**src/rtl/ps2_key_decoder_pkg.sv**
```systemverilog
// Shared key codes, scan codes, receiver state type and the scan-code to game-key map.
package ps2_key_decoder_pkg;

   localparam logic [2:0] KEY_NONE    = 3'd0;
   localparam logic [2:0] KEY_ESC     = 3'd1;
   localparam logic [2:0] KEY_SPACE   = 3'd2;
   localparam logic [2:0] KEY_ROT_CW  = 3'd3;
   localparam logic [2:0] KEY_ROT_CCW = 3'd4;
   localparam logic [2:0] KEY_LEFT    = 3'd5;
   localparam logic [2:0] KEY_RIGHT   = 3'd6;
   localparam logic [2:0] KEY_DOWN    = 3'd7;

   localparam logic [7:0] SC_EXT   = 8'hE0;
   localparam logic [7:0] SC_BRK   = 8'hF0;
   localparam logic [7:0] SC_ESC   = 8'h76;
   localparam logic [7:0] SC_SPACE = 8'h29;
   localparam logic [7:0] SC_X     = 8'h22;
   localparam logic [7:0] SC_Z     = 8'h1A;
   localparam logic [7:0] SC_UP    = 8'h75;
   localparam logic [7:0] SC_LEFT  = 8'h6B;
   localparam logic [7:0] SC_RIGHT = 8'h74;
   localparam logic [7:0] SC_DOWN  = 8'h72;

   typedef enum logic [1:0] {
      RX_IDLE,
      RX_DATA,
      RX_PARITY,
      RX_STOP
   } rx_state_t;

   function automatic logic [2:0] map_scan(input logic ext, input logic [7:0] code);
      logic [2:0] k;
      k = KEY_NONE;
      if (!ext) begin
         case (code)
            SC_ESC:   k = KEY_ESC;
            SC_SPACE: k = KEY_SPACE;
            SC_X:     k = KEY_ROT_CW;
            SC_Z:     k = KEY_ROT_CCW;
            default:  k = KEY_NONE;
         endcase
      end else begin
         case (code)
            SC_UP:    k = KEY_ROT_CW;
            SC_LEFT:  k = KEY_LEFT;
            SC_RIGHT: k = KEY_RIGHT;
            SC_DOWN:  k = KEY_DOWN;
            default:  k = KEY_NONE;
         endcase
      end
      return k;
   endfunction

endpackage

```
**src/rtl/ps2_key_decoder_if.sv**
```systemverilog
// PS/2 pins plus the decoded key outputs; master is the decoder, slave the pin/consumer side.
interface ps2_key_decoder_if;
   logic       PS2_clk;
   logic       PS2_data;
   logic [2:0] key;
   logic       key_pulse;
   logic       frame_err;

   modport master (input PS2_clk, PS2_data, output key, key_pulse, frame_err);
   modport slave  (output PS2_clk, PS2_data, input key, key_pulse, frame_err);
endinterface

```
**src/rtl/ps2_key_decoder_rx.sv**
```systemverilog
// PS/2 frame receiver: pin synchronisers, falling-edge detect, frame FSM and inactivity watchdog.
//   state     | meaning
//   RX_IDLE   | waiting for a start bit (data 0 on a fall)
//   RX_DATA   | shifting 8 data bits, LSB first
//   RX_PARITY | capturing the parity bit
//   RX_STOP   | checking stop bit and odd parity, then emit byte or error
module ps2_key_decoder_rx
   import ps2_key_decoder_pkg::*;
#(
   parameter int TIMEOUT_CYCLES = 100_000
) (
   input  logic       clk,
   input  logic       rst,
   input  logic       ps2_clk_pin,
   input  logic       ps2_data_pin,
   output logic [7:0] rx_byte,
   output logic       byte_valid,
   output logic       frame_err
);

   localparam int WDW = (TIMEOUT_CYCLES > 2) ? $clog2(TIMEOUT_CYCLES) : 2;
   localparam logic [WDW-1:0] WD_LAST = WDW'(TIMEOUT_CYCLES - 1);

   logic clk_s1, clk_s2, clk_prev, data_s1, data_s2;
   logic fall;
   rx_state_t state, state_n;
   logic [2:0] cnt, cnt_n;
   logic [7:0] shreg, shreg_n, rx_byte_n;
   logic par, par_n, byte_valid_n, frame_err_n;
   logic [WDW-1:0] wdog, wdog_n;

   assign fall = clk_prev & ~clk_s2;

   always_ff @(posedge clk) begin
      if (!rst) begin
         clk_s1     <= 1'b1;
         clk_s2     <= 1'b1;
         clk_prev   <= 1'b1;
         data_s1    <= 1'b1;
         data_s2    <= 1'b1;
         state      <= RX_IDLE;
         cnt        <= '0;
         shreg      <= '0;
         par        <= 1'b0;
         wdog       <= '0;
         rx_byte    <= '0;
         byte_valid <= 1'b0;
         frame_err  <= 1'b0;
      end else begin
         clk_s1     <= ps2_clk_pin;
         clk_s2     <= clk_s1;
         clk_prev   <= clk_s2;
         data_s1    <= ps2_data_pin;
         data_s2    <= data_s1;
         state      <= state_n;
         cnt        <= cnt_n;
         shreg      <= shreg_n;
         par        <= par_n;
         wdog       <= wdog_n;
         rx_byte    <= rx_byte_n;
         byte_valid <= byte_valid_n;
         frame_err  <= frame_err_n;
      end
   end

   always_comb begin
      state_n      = state;
      cnt_n        = cnt;
      shreg_n      = shreg;
      par_n        = par;
      rx_byte_n    = rx_byte;
      byte_valid_n = 1'b0;
      frame_err_n  = 1'b0;
      wdog_n       = (wdog == WD_LAST) ? wdog : wdog + WDW'(1);
      if (fall) begin
         wdog_n = '0;
         case (state)
            RX_IDLE: begin
               if (!data_s2) begin
                  state_n = RX_DATA;
                  cnt_n   = '0;
               end
            end
            RX_DATA: begin
               shreg_n = {data_s2, shreg[7:1]};
               cnt_n   = cnt + 3'd1;
               if (cnt == 3'd7) state_n = RX_PARITY;
            end
            RX_PARITY: begin
               par_n   = data_s2;
               state_n = RX_STOP;
            end
            RX_STOP: begin
               state_n = RX_IDLE;
               if (data_s2 && (^{shreg, par})) begin
                  byte_valid_n = 1'b1;
                  rx_byte_n    = shreg;
               end else begin
                  frame_err_n = 1'b1;
               end
            end
            default: state_n = RX_IDLE;
         endcase
      end else if (state != RX_IDLE && wdog == WD_LAST) begin
         // Stalled partial frame: drop it silently.
         state_n = RX_IDLE;
      end
   end

endmodule

```
**src/rtl/ps2_key_decoder.sv**
```systemverilog
// PS/2 keyboard decoder top: make/break tracking and held-key register.
// Build option PS2_REPEAT_EN: a typematic repeat of the held key re-asserts key_pulse.
module ps2_key_decoder
   import ps2_key_decoder_pkg::*;
#(
   parameter int TIMEOUT_CYCLES = 100_000
) (
   input logic                clk,
   input logic                rst,
   ps2_key_decoder_if.master  bus
);

   logic [7:0] rx_byte;
   logic       byte_valid, rx_err;
   logic       ext, brk;
   logic [2:0] key_q, m;
   logic       key_pulse_q, frame_err_q;

   ps2_key_decoder_rx #(.TIMEOUT_CYCLES(TIMEOUT_CYCLES)) u_rx (
      .clk          (clk),
      .rst          (rst),
      .ps2_clk_pin  (bus.PS2_clk),
      .ps2_data_pin (bus.PS2_data),
      .rx_byte      (rx_byte),
      .byte_valid   (byte_valid),
      .frame_err    (rx_err)
   );

   assign m             = map_scan(ext, rx_byte);
   assign bus.key       = key_q;
   assign bus.key_pulse = key_pulse_q;
   assign bus.frame_err = frame_err_q;

   always_ff @(posedge clk) begin
      if (!rst) begin
         ext         <= 1'b0;
         brk         <= 1'b0;
         key_q       <= KEY_NONE;
         key_pulse_q <= 1'b0;
         frame_err_q <= 1'b0;
      end else begin
         key_pulse_q <= 1'b0;
         frame_err_q <= rx_err;
         if (rx_err) begin
            ext <= 1'b0;
            brk <= 1'b0;
         end else if (byte_valid) begin
            if (rx_byte == SC_EXT) begin
               ext <= 1'b1;
            end else if (rx_byte == SC_BRK) begin
               brk <= 1'b1;
            end else begin
               ext <= 1'b0;
               brk <= 1'b0;
               if (m != KEY_NONE) begin
                  if (brk) begin
                     if (m == key_q) key_q <= KEY_NONE;
                  end else begin
                     if (m != key_q) key_q <= m;
`ifdef PS2_REPEAT_EN
                     key_pulse_q <= 1'b1;
`else
                     key_pulse_q <= (m != key_q);
`endif
                  end
               end
            end
         end
      end
   end

endmodule

```
**src/flat_wrapper.sv**
```systemverilog
// flat-port wrapper written by rule: the top's interface ports become plain ports
module ps2_key_decoder_flat import ps2_key_decoder_pkg::*;
#(
   parameter int TIMEOUT_CYCLES = 100_000
)
  (clk, rst, bus_PS2_clk, bus_PS2_data, bus_key, bus_key_pulse, bus_frame_err);
  ps2_key_decoder_if bus_i ();
  input logic clk;
  input logic rst;
  input wire logic [$bits(bus_i.PS2_clk)-1:0] bus_PS2_clk;
  input wire logic [$bits(bus_i.PS2_data)-1:0] bus_PS2_data;
  output wire logic [$bits(bus_i.key)-1:0] bus_key;
  output wire logic [$bits(bus_i.key_pulse)-1:0] bus_key_pulse;
  output wire logic [$bits(bus_i.frame_err)-1:0] bus_frame_err;
  assign bus_i.PS2_clk = bus_PS2_clk;
  assign bus_i.PS2_data = bus_PS2_data;
  assign bus_key = bus_i.key;
  assign bus_key_pulse = bus_i.key_pulse;
  assign bus_frame_err = bus_i.frame_err;
  ps2_key_decoder #(.TIMEOUT_CYCLES(TIMEOUT_CYCLES)) u_core (.clk(clk), .rst(rst), .bus(bus_i));
endmodule
```
**config.mk**
```make
export PLATFORM = sky130hd
export DESIGN_NAME = ps2_key_decoder_flat
export DESIGN_NICKNAME = d
export VERILOG_FILES = /design/src/rtl/ps2_key_decoder_pkg.sv /design/src/rtl/ps2_key_decoder_if.sv /design/src/rtl/ps2_key_decoder_rx.sv /design/src/rtl/ps2_key_decoder.sv /design/src/flat_wrapper.sv
export SDC_FILE = /design/constraint.sdc
export NUM_CORES = 1
export LEC_CHECK = 0
export ABC_AREA = 1
export ABC_CLOCK_PERIOD_IN_PS = 1600
export CORE_MARGIN = 5
export CORE_UTILIZATION = 60
export CTS_BUF_LIST = sky130_fd_sc_hd__clkbuf_8
export CTS_CLUSTER_DIAMETER = 40
export CTS_CLUSTER_SIZE = 16
export DETAILED_ROUTE_END_ITERATION = 8
export PLACE_DENSITY = 0.82
export RECOVER_POWER = 100
export SYNTH_ARGS = -nofsm -noshare
export SYNTH_HDL_FRONTEND = slang
export SYNTH_HIERARCHICAL = 1
export SYNTH_SLANG_ARGS = --single-unit
```
**constraint.sdc**
```tcl
create_clock -name clk -period 1.6 [get_ports clk]
set_input_delay 0.24 -clock clk [delete_from_list [all_inputs] [get_ports clk]]
set_output_delay 0.24 -clock clk [all_outputs]
set_load 0.02 [all_outputs]
```
==> impl_metrics.py <==
# Metrics from the implementation run
metrics = {
    "floorplan": {
        "fp_util": 0.610,
        "taps": 54,
        "die_w_microns": 79.1,
        "core_sq_um": 4690,
        "rows": 25,
        "io_pins": 9,
        "die.size.y_microns": 79.1,
    },
    "sta": {
        "finalHoldViolCount": 0,
        "rsz0062_at_grt": "yes",
        "finalCritPeriodShare": 0.960,
        "slew_viol_final": 0,
    },
    "outcome": {
        "status": "complete, no violations",
    },
    "routing": {
        "drtPass1Iterations": 5,
        "ant_nets": 0,
        "viasPerCell": 5.32,
        "drt-total-wl_mm": 5.60,
        "top_layer_used": "met4",
        "route.vias.total": 2637,
        "drc": 0,
        "drt_iter0_markers": 162,
    },
    "clock_network": {
        "clock_latency_ps": 300,
        "cts_root_buf": "clkbuf_8",
        "cts.htree.levels": 2,
        "clock_sinks": 53,
    },
    "placed_design": {
        "dp.cells": 487,
        "port_buffers": 8,
        "place_area_sq_um": 3060,
        "dpl.hpwl_mm": 4.18,
        "dpl_worst_slack_ps": -5.66,
    },
    "yosys": {
        "logic_family": "simple AND/OR/NAND/NOR gates",
        "synthesis.nets": 432,
        "syn_area_per_cell_sq_um": 6.80,
        "synth.area.mux_share": 0,
        "yosys_area_sq_um": 2860,
        "yosys_register_bits": 53,
        "ys_seq_share": 0.371,
        "async_flop_share": 0,
        "yosys_warnings": 6,
        "synth_area_sq_um": 2860,
    },
    "grt": {
        "grt_pass1_wl_mm": 9.90,
        "met2_usage": 0.335,
        "gr-total-overflow": 0,
        "grt_util_met3": 0.0351,
        "grt_max_degree": 25,
    },
    "critical_path": {
        "r2r_slack_ps": 60,
        "reg2reg_from": "u_core/u_rx/rx_byte[1]$_SDFFE_PN0P_",
        "r2r_end": "u_core/bus.key[1]$_SDFFE_PN0P_",
        "cp_num_cells": 13,
        "crit_path_end": "u_core/bus.key[1]$_SDFFE_PN0P_",
        "cp_cell_sequence": "inv_2 -> nand2_4 -> nor2_4 -> o21ai_1 -> nand2_1 -> nand2_2 -> nand2_2 -> nand2_2 -> nand3_4 -> nand2_4 -> nand3_4 -> nand3_1 -> o21ai_1",
        "critPathArrivalTime_ps": 1730,
        "start_kind": "flip-flop",
    },
    "power_and_ir_drop": {
        "power_frac_seq": 0.620,
        "power_leakage_nw": 1.45,
        "p_int_mw": 1.66,
        "p_switching_mw": 0.481,
        "sequentialPower_mw": 1.33,
        "clock_power_share": 0.336,
        "pg_comb_mw": 0.0951,
    },
    "cells_and_area": {
        "top_register": "u_core/u_rx/wdog",
        "fill_cells": 370,
        "nonClockBufferCount": 18,
        "final_util": 0.706,
        "flops": 53,
        "largest_reg_flops": 17,
        "lay_top_cells": "87 x nand2_1, 46 x inv_1, 37 x dfxtp_1",
    },
    "min_path": {
        "hp-class": "reg2reg",
    },
    "run": {
        "drv_cap": 0,
    },
}
Figure 1. Met2 routing.
Bar = 20 microns. Cells faint in the background.
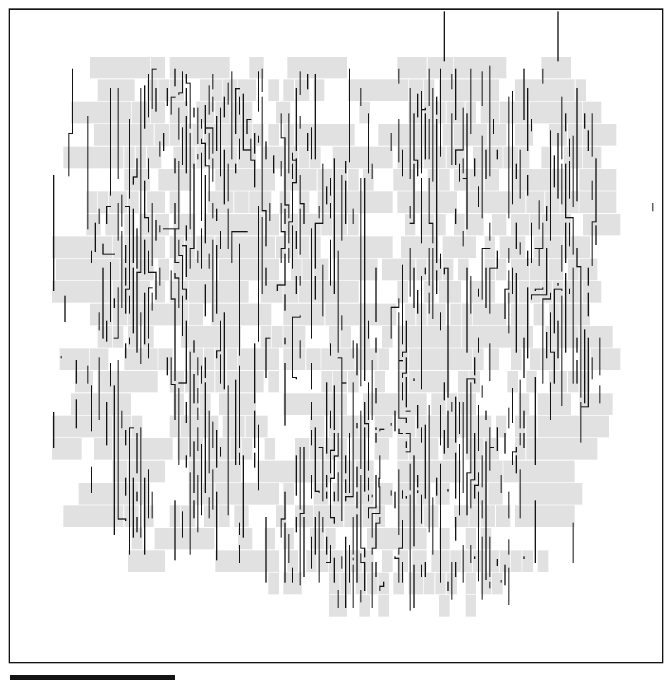
nets with wire on the layer	376
wire length on this layer	2780 microns
share of all routed wire	50%
longest straight run	25.2 microns

Figure 2. Sizing map.
Bar = 20 microns.
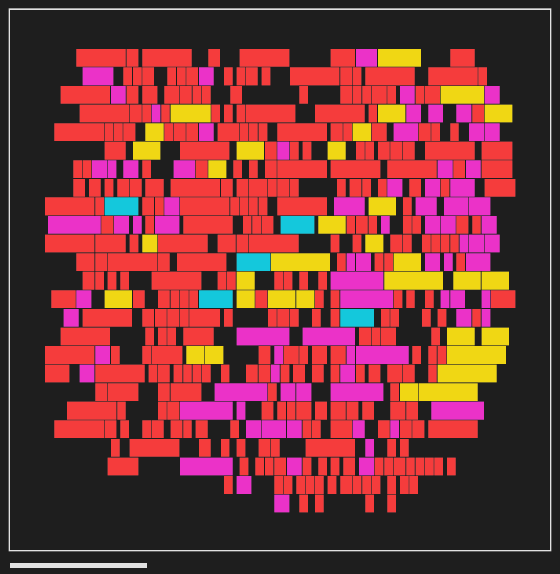
size	colour	cells	share
drive 3 to 4	yellow	33	7.5%
drive 6 and up	cyan	5	1.1%
drive 2	magenta	81	18%
drive 1 or less	red	323	73%

Figure 3. Layout detail.
Bar = 10 microns. Region (20, 4) to (60, 44) microns. Cells in grey, sequential cells in the stronger grey; small squares are vias.
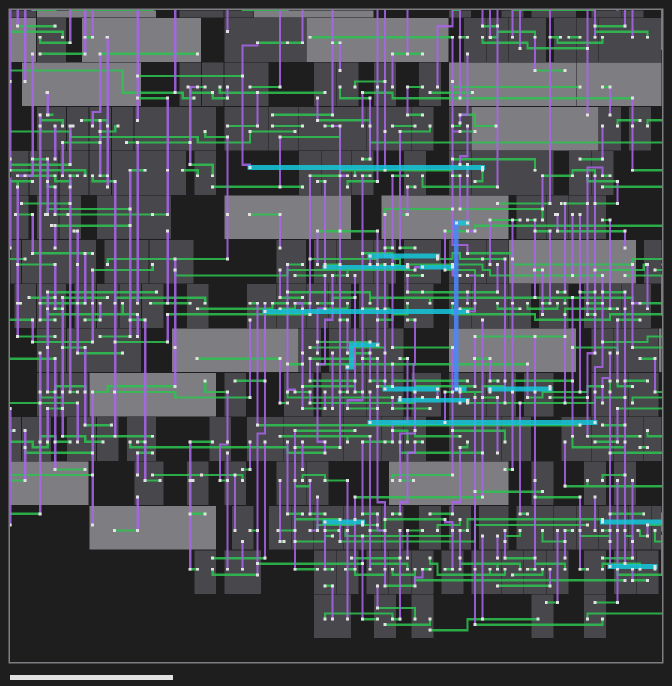
layer	colour
met2	purple
met3	cyan
met4	blue
met1	green
cells with their middle in the window	174
netlist names of flops here include	`u_core/u_rx/shreg` (6), `u_core/u_rx/rx_byte` (5)
sequential cells in the window	15
most frequent	nand2_1 (52), inv_1 (17), a21oi_1 (13)

Figure 4. Metal 1.
Bar = 20 microns. Supply wires on this layer in grey. Cells faint in the background.
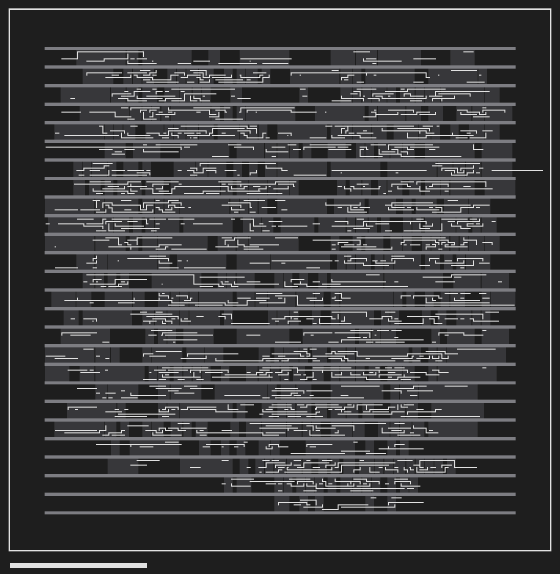
main direction	horizontal
share of all routed wire	46%
wire length on this layer	2600 microns
longest straight run	31.7 microns

